<file path="src/rtl/lcd_spi_arbiter_if.sv">
// lcd_spi_arbiter_if: requester and spi_master byte-handshake signals of the LCD arbiter
interface lcd_spi_arbiter_if #(parameter int NREQ = 3);
    logic [NREQ-1:0]   req;
    logic [7*NREQ-1:0] x_pos;
    logic [3*NREQ-1:0] y_pos;
    logic [9*NREQ-1:0] len;
    logic [8*NREQ-1:0] data;
    logic [NREQ-1:0]   data_valid;
    logic [NREQ-1:0]   data_ack;
    logic [NREQ-1:0]   grant;
    logic [NREQ-1:0]   done;
    logic              init_done;
    logic [7:0]        spi_data;
    logic              spi_command;
    logic              spi_start;
    logic              spi_avail;

    modport master (
        input  req, x_pos, y_pos, len, data, data_valid, spi_avail,
        output data_ack, grant, done, init_done, spi_data, spi_command, spi_start
    );

    modport slave (
        output req, x_pos, y_pos, len, data, data_valid, spi_avail,
        input  data_ack, grant, done, init_done, spi_data, spi_command, spi_start
    );
endinterface

</file>
<file path="src/rtl/lcd_spi_arbiter.sv">
// lcd_spi_arbiter: PCD8544 init/clear, then round-robin drawing bursts onto the shared spi_master
module lcd_spi_arbiter #(
    parameter int         NREQ      = 3,
    parameter logic [7:0] VOP_CMD   = 8'h90,
    parameter int         LCD_BYTES = 504
) (
    input logic               clock,
    input logic               Reset,
    lcd_spi_arbiter_if.master bus
);
    typedef enum logic [2:0] {S_INIT, S_CLEAR, S_IDLE, S_ADDR_X, S_ADDR_Y, S_DATA, S_FINISH} state_t;

    localparam logic [8:0] CLEAR_LAST = 9'(LCD_BYTES + 1);
    localparam logic [8:0] MAX_LEN    = 9'(LCD_BYTES);

    state_t          state, state_nx;
    logic [8:0]      cnt, cnt_nx;
    logic [1:0]      ptr, ptr_nx, win, cand;
    logic            run, init_done_q, hit;
    logic            start, cmd, ack;
    logic [7:0]      byte_o, init_byte;
    logic [6:0]      x_k;
    logic [2:0]      y_k;
    logic [8:0]      len_k, burst_len;
    logic [7:0]      data_k;
    logic            cur_req, valid_k;
    logic [NREQ-1:0] onehot;

    assign x_k       = bus.x_pos[7*ptr +: 7];
    assign y_k       = bus.y_pos[3*ptr +: 3];
    assign len_k     = bus.len[9*ptr +: 9];
    assign data_k    = bus.data[8*ptr +: 8];
    assign cur_req   = bus.req[ptr];
    assign valid_k   = bus.data_valid[ptr];
    assign onehot    = NREQ'(1) << ptr;
    assign burst_len = len_k > MAX_LEN ? MAX_LEN : len_k;
    assign init_byte = cnt[1:0] == 2'd0 ? 8'h21 :
                       cnt[1:0] == 2'd1 ? VOP_CMD :
                       cnt[1:0] == 2'd2 ? 8'h20 : 8'h0C;

    // Descending scan so the nearest requester after ptr is the last one written
    always_comb begin
        hit  = 1'b0;
        win  = ptr;
        cand = '0;
        for (int i = NREQ; i >= 1; i--) begin
            cand = 2'((int'(ptr) + i) % NREQ);
            if (bus.req[cand]) begin
                hit = 1'b1;
                win = cand;
            end
        end
    end

    always_comb begin
        state_nx = state;
        cnt_nx   = cnt;
        ptr_nx   = ptr;
        start    = 1'b0;
        cmd      = 1'b0;
        ack      = 1'b0;
        byte_o   = 8'h00;
        case (state)
            S_INIT: begin
                start  = run;
                byte_o = run ? init_byte : 8'h00;
                if (run && bus.spi_avail) begin
                    cnt_nx   = cnt == 9'd3 ? 9'd0 : cnt + 9'd1;
                    state_nx = cnt == 9'd3 ? S_CLEAR : S_INIT;
                end
            end
            S_CLEAR: begin
                start  = 1'b1;
                cmd    = cnt > 9'd1;
                byte_o = cnt == 9'd0 ? 8'h80 : cnt == 9'd1 ? 8'h40 : 8'h00;
                if (bus.spi_avail) begin
                    cnt_nx   = cnt == CLEAR_LAST ? 9'd0 : cnt + 9'd1;
                    state_nx = cnt == CLEAR_LAST ? S_IDLE : S_CLEAR;
                end
            end
            S_IDLE: begin
                if (hit) begin
                    ptr_nx   = win;
                    state_nx = S_ADDR_X;
                end
            end
            S_ADDR_X: begin
                start  = 1'b1;
                byte_o = 8'h80 | {1'b0, x_k};
                if (!cur_req) state_nx = S_IDLE;
                else if (bus.spi_avail) state_nx = S_ADDR_Y;
            end
            S_ADDR_Y: begin
                start  = 1'b1;
                byte_o = 8'h40 | {5'b0, y_k};
                cnt_nx = burst_len;
                if (!cur_req) state_nx = S_IDLE;
                else if (bus.spi_avail) state_nx = burst_len == 9'd0 ? S_FINISH : S_DATA;
            end
            S_DATA: begin
                start  = valid_k;
                cmd    = 1'b1;
                byte_o = data_k;
                ack    = valid_k && bus.spi_avail;
                if (ack) cnt_nx = cnt - 9'd1;
                if (!cur_req) state_nx = S_IDLE;
                else if (ack && cnt == 9'd1) state_nx = S_FINISH;
            end
            S_FINISH: state_nx = S_IDLE;
            default:  state_nx = S_INIT;
        endcase
    end

    // run holds the bus quiet during the reset cycle even though state is already S_INIT
    always_ff @(posedge clock) begin
        if (!Reset) begin
            state       <= S_INIT;
            cnt         <= 9'd0;
            ptr         <= 2'(NREQ - 1);
            run         <= 1'b0;
            init_done_q <= 1'b0;
        end else begin
            state       <= state_nx;
            cnt         <= cnt_nx;
            ptr         <= ptr_nx;
            run         <= 1'b1;
            init_done_q <= init_done_q | (state == S_CLEAR && state_nx == S_IDLE);
        end
    end

    assign bus.spi_start   = start;
    assign bus.spi_data    = byte_o;
    assign bus.spi_command = cmd;
    assign bus.init_done   = init_done_q;
    assign bus.grant       = (state inside {S_ADDR_X, S_ADDR_Y, S_DATA, S_FINISH}) ? onehot : '0;
    assign bus.done        = state == S_FINISH ? onehot : '0;
    assign bus.data_ack    = ack ? onehot : '0;
endmodule

</file>
<file path="src/flat_wrapper.sv">
// flat-port wrapper written by rule: the top's interface ports become plain ports
module lcd_spi_arbiter_flat 
#(
    parameter int         NREQ      = 3,
    parameter logic [7:0] VOP_CMD   = 8'h90,
    parameter int         LCD_BYTES = 504
)
  (clock, Reset, bus_req, bus_x_pos, bus_y_pos, bus_len, bus_data, bus_data_valid, bus_spi_avail, bus_data_ack, bus_grant, bus_done, bus_init_done, bus_spi_data, bus_spi_command, bus_spi_start);
  lcd_spi_arbiter_if #(.NREQ(NREQ)) bus_i ();
  input logic clock;
  input logic Reset;
  input wire logic [$bits(bus_i.req)-1:0] bus_req;
  input wire logic [$bits(bus_i.x_pos)-1:0] bus_x_pos;
  input wire logic [$bits(bus_i.y_pos)-1:0] bus_y_pos;
  input wire logic [$bits(bus_i.len)-1:0] bus_len;
  input wire logic [$bits(bus_i.data)-1:0] bus_data;
  input wire logic [$bits(bus_i.data_valid)-1:0] bus_data_valid;
  input wire logic [$bits(bus_i.spi_avail)-1:0] bus_spi_avail;
  output wire logic [$bits(bus_i.data_ack)-1:0] bus_data_ack;
  output wire logic [$bits(bus_i.grant)-1:0] bus_grant;
  output wire logic [$bits(bus_i.done)-1:0] bus_done;
  output wire logic [$bits(bus_i.init_done)-1:0] bus_init_done;
  output wire logic [$bits(bus_i.spi_data)-1:0] bus_spi_data;
  output wire logic [$bits(bus_i.spi_command)-1:0] bus_spi_command;
  output wire logic [$bits(bus_i.spi_start)-1:0] bus_spi_start;
  assign bus_i.req = bus_req;
  assign bus_i.x_pos = bus_x_pos;
  assign bus_i.y_pos = bus_y_pos;
  assign bus_i.len = bus_len;
  assign bus_i.data = bus_data;
  assign bus_i.data_valid = bus_data_valid;
  assign bus_i.spi_avail = bus_spi_avail;
  assign bus_data_ack = bus_i.data_ack;
  assign bus_grant = bus_i.grant;
  assign bus_done = bus_i.done;
  assign bus_init_done = bus_i.init_done;
  assign bus_spi_data = bus_i.spi_data;
  assign bus_spi_command = bus_i.spi_command;
  assign bus_spi_start = bus_i.spi_start;
  lcd_spi_arbiter #(.NREQ(NREQ), .VOP_CMD(VOP_CMD), .LCD_BYTES(LCD_BYTES)) u_core (.clock(clock), .Reset(Reset), .bus(bus_i));
endmodule
</file>
<file path="config.mk">
export PLATFORM = sky130hd
export DESIGN_NAME = lcd_spi_arbiter_flat
export DESIGN_NICKNAME = d
export VERILOG_FILES = /design/src/rtl/lcd_spi_arbiter_if.sv /design/src/rtl/lcd_spi_arbiter.sv /design/src/flat_wrapper.sv
export SDC_FILE = /design/constraint.sdc
export NUM_CORES = 1
export LEC_CHECK = 0
export CAP_MARGIN = 15
export CORE_MARGIN = 2
export CORE_UTILIZATION = 39
export CTS_CLUSTER_DIAMETER = 40
export DETAILED_ROUTE_END_ITERATION = 8
export PLACE_DENSITY = 0.8
export SYNTH_ARGS = -nofsm -noshare
export SYNTH_HDL_FRONTEND = slang
export SYNTH_SLANG_ARGS = --single-unit
</file>
<file path="constraint.sdc">
create_clock -name clock -period 2.45 [get_ports clock]
set_input_delay 0.49 -clock clock [delete_from_list [all_inputs] [get_ports clock]]
set_output_delay 0.49 -clock clock [all_outputs]
set_load 0.02 [all_outputs]
</file>
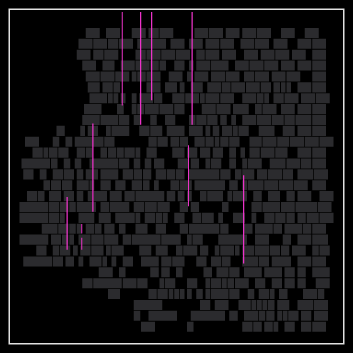
**Above:** signal wires on met4.
Drawn at 4 px/um. Cells faint in the background.
The longest straight run is 27.9 um. The layer carries 177 um of wire.

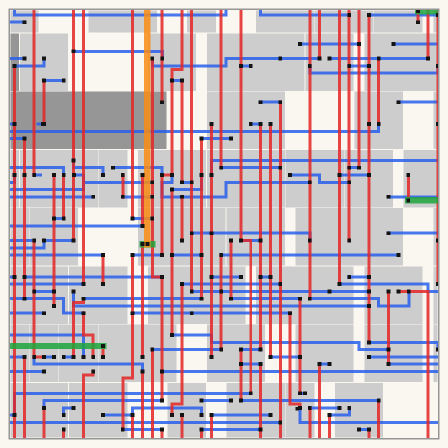
**Above:** close-up of the layout.
Window x 52 to 72, y 11 to 31 um. Cells in gray, sequential cells in the stronger gray; small squares are vias.
met4: drawn in orange. met3: drawn in green. met1: drawn in blue. met2: drawn in red.
Most frequent: buf_4 (7), ha_1 (4), nand2b_1 (3). 35 logic cells have their middle in the window. Sequential cells in the window: 1. Netlist names of flops here include u_core.ptr (1).

==> CHANGELOG.md <==
### Implementation results

- GRT overflow: 0
- Tightest Hold Check Type: reg -> reg
- Lkg Pwr: 1.82 nW
- Outcome: finished, violations left
- Critical Path Slowest Stage Cell: or4_4
- Routability cong.: 0.981
- Post-synth top area share: 13.1%
- DR DRC count: 0
- Chip area: 6930 um2
- Synth Area in Compound Gates: 32.6%
- Arrival time worst endpoint: 1.97 ns
- Worst-path fanout max: 3
- Max VDD drop: 383 uV
- Final hold viol count: 0
- Die Wd: 83.3 um
- Pins Over Slew Limit: 0
- Post-Synth Simple-Gate Area: 25.8%
- Power Density: 205 nW/um2
- CP required: 1.96 ns
- Largest stage delay on the critical path: 0.55 ns
- Clk slew on worst S/H paths: 0.07 ns
- Die height: 83.3 um
- Layout Nets: 587
- Worst setup margin: -0.0102 ns
- Post-synth top flop: dfxtp_1
- Clk latency late pin: 0.25 ns
- WL/cell: 18.1 um
- Area Overhead vs Synth: 65.9%
- Max-cap violations: 0
- Crit path cell chain: or4_4 > or3_2 > a21oi_2 > nor3b_1 > clkbuf_2
- Fraction of layout cells with a size suffix above 1: 22.5%
- Synth Warn #: 0
- Tool warnings: 37
- Main logic family: AND-OR/OR-AND gates
- Cell area after synthesis: 2450 um2
- Worst-Margin Slew: 0.690 ns
- Root Driver: clkbuf_8
- Vias: 3293
- Drt pass-1 iters: 5
- I/O pin count: 110
- Cell Type Count: 64
- Std-Cell Rows: 28
- Yosys reg bits: 16
- Post-synth seq share: 13.1%
- Post-Syn Instances: 332
- Core region area: 5990 um2
- Yosys cell count: 332
- Largest net degree at the start of global routing: 16
- Largest area contributor in the netlist: dfxtp_1
- Slew headroom: 53.9%
- Cts bufs inserted: 3
- Via density: 5.89
- Top cells, area: dfxtp_1 13%, mux2i_1 11%, ha_1 5.6%, nand2_1 4.3%, nor2_1 3.7%
- Floorplan net count: 433
- Fin crit period: 2.46 ns
- Critical path startpoint category: flop
- Sum of net half-perimeters after detailed placement: 8060 um
- Syn avg cell area: 7.38 um2
- Port Buf Inserts: 109
- Most instantiated cells after synthesis: 28 x nand2_1, 27 x mux2i_1, 24 x nor2_1
- Setup Viol. Count Final: 2
- Initial antenna violation count: 0
- ANT nets after route: 0
- Number of enable flip-flop cells: 0
- Crit path kind: reg -> out
- Top-count cell post-synth: nand2_1
- Failing checks: setup timing
- Clk sinks: 16
- Initial Util: 40.9%
- Clock tree from TritonCTS: yes
- CP Capture Type: output port
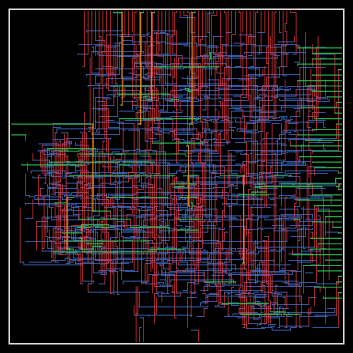
**Above:** metal layers overlaid.
Drawn at 4 px/um.
met4: drawn in orange, wire length 177 um. met2: drawn in red, wire length 5000 um. met3: drawn in green, wire length 758 um. met1: drawn in blue, wire length 4170 um.
Routed Wire Length: 10100 um
total global-route track usage: 27.7%

## worst max-delay path: cells and delay by family (launching register included)
family                 cells  cell delay (ns)
AND-OR/OR-AND              1             0.16
buffers and inverters      1             0.15
AND/OR/NAND/NOR            3             1.08
flip-flops                 1             0.31
## state kept, by name, indices dropped and copies added (netlist names)
register              count
u_core.cnt                9
u_core.state              3
u_core.ptr                2
u_core.bus.init_done      1
u_core.run                1
## area by class of cell
type	count	area, um2
Clock buffer	3	41.3
Fill cell	496	1930
Inverter	9	33.8
Multi-Input combinational cell	282	2010
Sequential cell	16	328
Tap cell	75	93.8
Timing Repair Buffer	174	1560
## report_power, final
| group | switching, mW | leakage [nW] | internal (mW) |
|---|---|---|---|
| clock | 0.0962 | 0.0216 | 0.109 |
| sequential | 0.00326 | 0.131 | 0.265 |
| combinational | 0.142 | 1.66 | 0.219 |
| total | 0.241 | 1.82 | 0.593 |
## routing by layer
metal	up-vias	wire length, um	GRT usage (%)
met4	0	176	7.00
met1	1534	4170	35.3
met5	-	0	0
met3	20	758	5.17
met2	164	5000	47.9
li1	1575	-	-
## layout by cell type, fill, tap and decap left out, types with 5 or more instances in the layout
| cell | n |
|---|---|
| ha_1 | 11 |
| nor2_1 | 23 |
| mux2i_1 | 26 |
| o21ai_0 | 16 |
| clkbuf_2 | 5 |
| a31oi_1 | 6 |
| nand3_1 | 10 |
| dfxtp_1 | 12 |
| o2bb2ai_1 | 6 |
| o31ai_1 | 5 |
| and2_1 | 8 |
| o22ai_1 | 11 |
| a21oi_1 | 15 |
| nand2_1 | 28 |
| clkdlybuf4s50_1 | 94 |
| o211ai_1 | 5 |
| buf_4 | 62 |
| nor2b_1 | 8 |
| a22oi_1 | 11 |
| mux2_2 | 6 |
| inv_1 | 8 |
| nand2b_1 | 8 |
## metrics by stage
stage / cells / worst slack (ns) / instance area (um2) / TNS [ns] / hold WS, ns
3_3_place_gp: 550 / -0.306 / 3960 / -2.02 / 0.496
6_report: 559 / -0.0102 / 4070 / -0.0171 / 0.529
5_1_grt: 559 / -0.0559 / 4070 / -0.164 / 0.572
2_1_floorplan: 332 / 0.0143 / 2460 / 0 / 0.492
4_1_cts: 555 / -0.139 / 4020 / -0.145 / 0.534
3_5_place_dp: 550 / -0.504 / 3960 / -3.27 / 0.517
## final timing paths
kind / start / cells after the start / slack, ns / end
max reg2reg: u_core.ptr[0] / 8 / 0.16 / u_core.state[0]
min: u_core.bus.init_done / 2 / 0.53 / u_core.bus.init_done
min reg2reg: u_core.bus.init_done / 2 / 0.53 / u_core.bus.init_done
max: u_core.cnt[4] / 5 / -0.01 / bus_spi_command
## repair_timing
item | 4_1_cts | 5_1_grt
pin swaps | 1 | 3
buffers inserted | 2 | 4
endpoints found under the setup margin | 14 | 18
gates resized | 34 | 21
endpoints found under the hold margin | 0 | 0
## logic make-up (layout without fill, tap and decap cells)
kind of cell / count (synthesis) / in the layout
simple gates: 119 / 119
compound gates: 112 / 112
mux: 34 / 34
buf+inv: 34 / 186
flops: 16 / 16
fa+ha+maj: 12 / 12
xor+xnor: 5 / 5
Power and IR drop assume default switching activity.
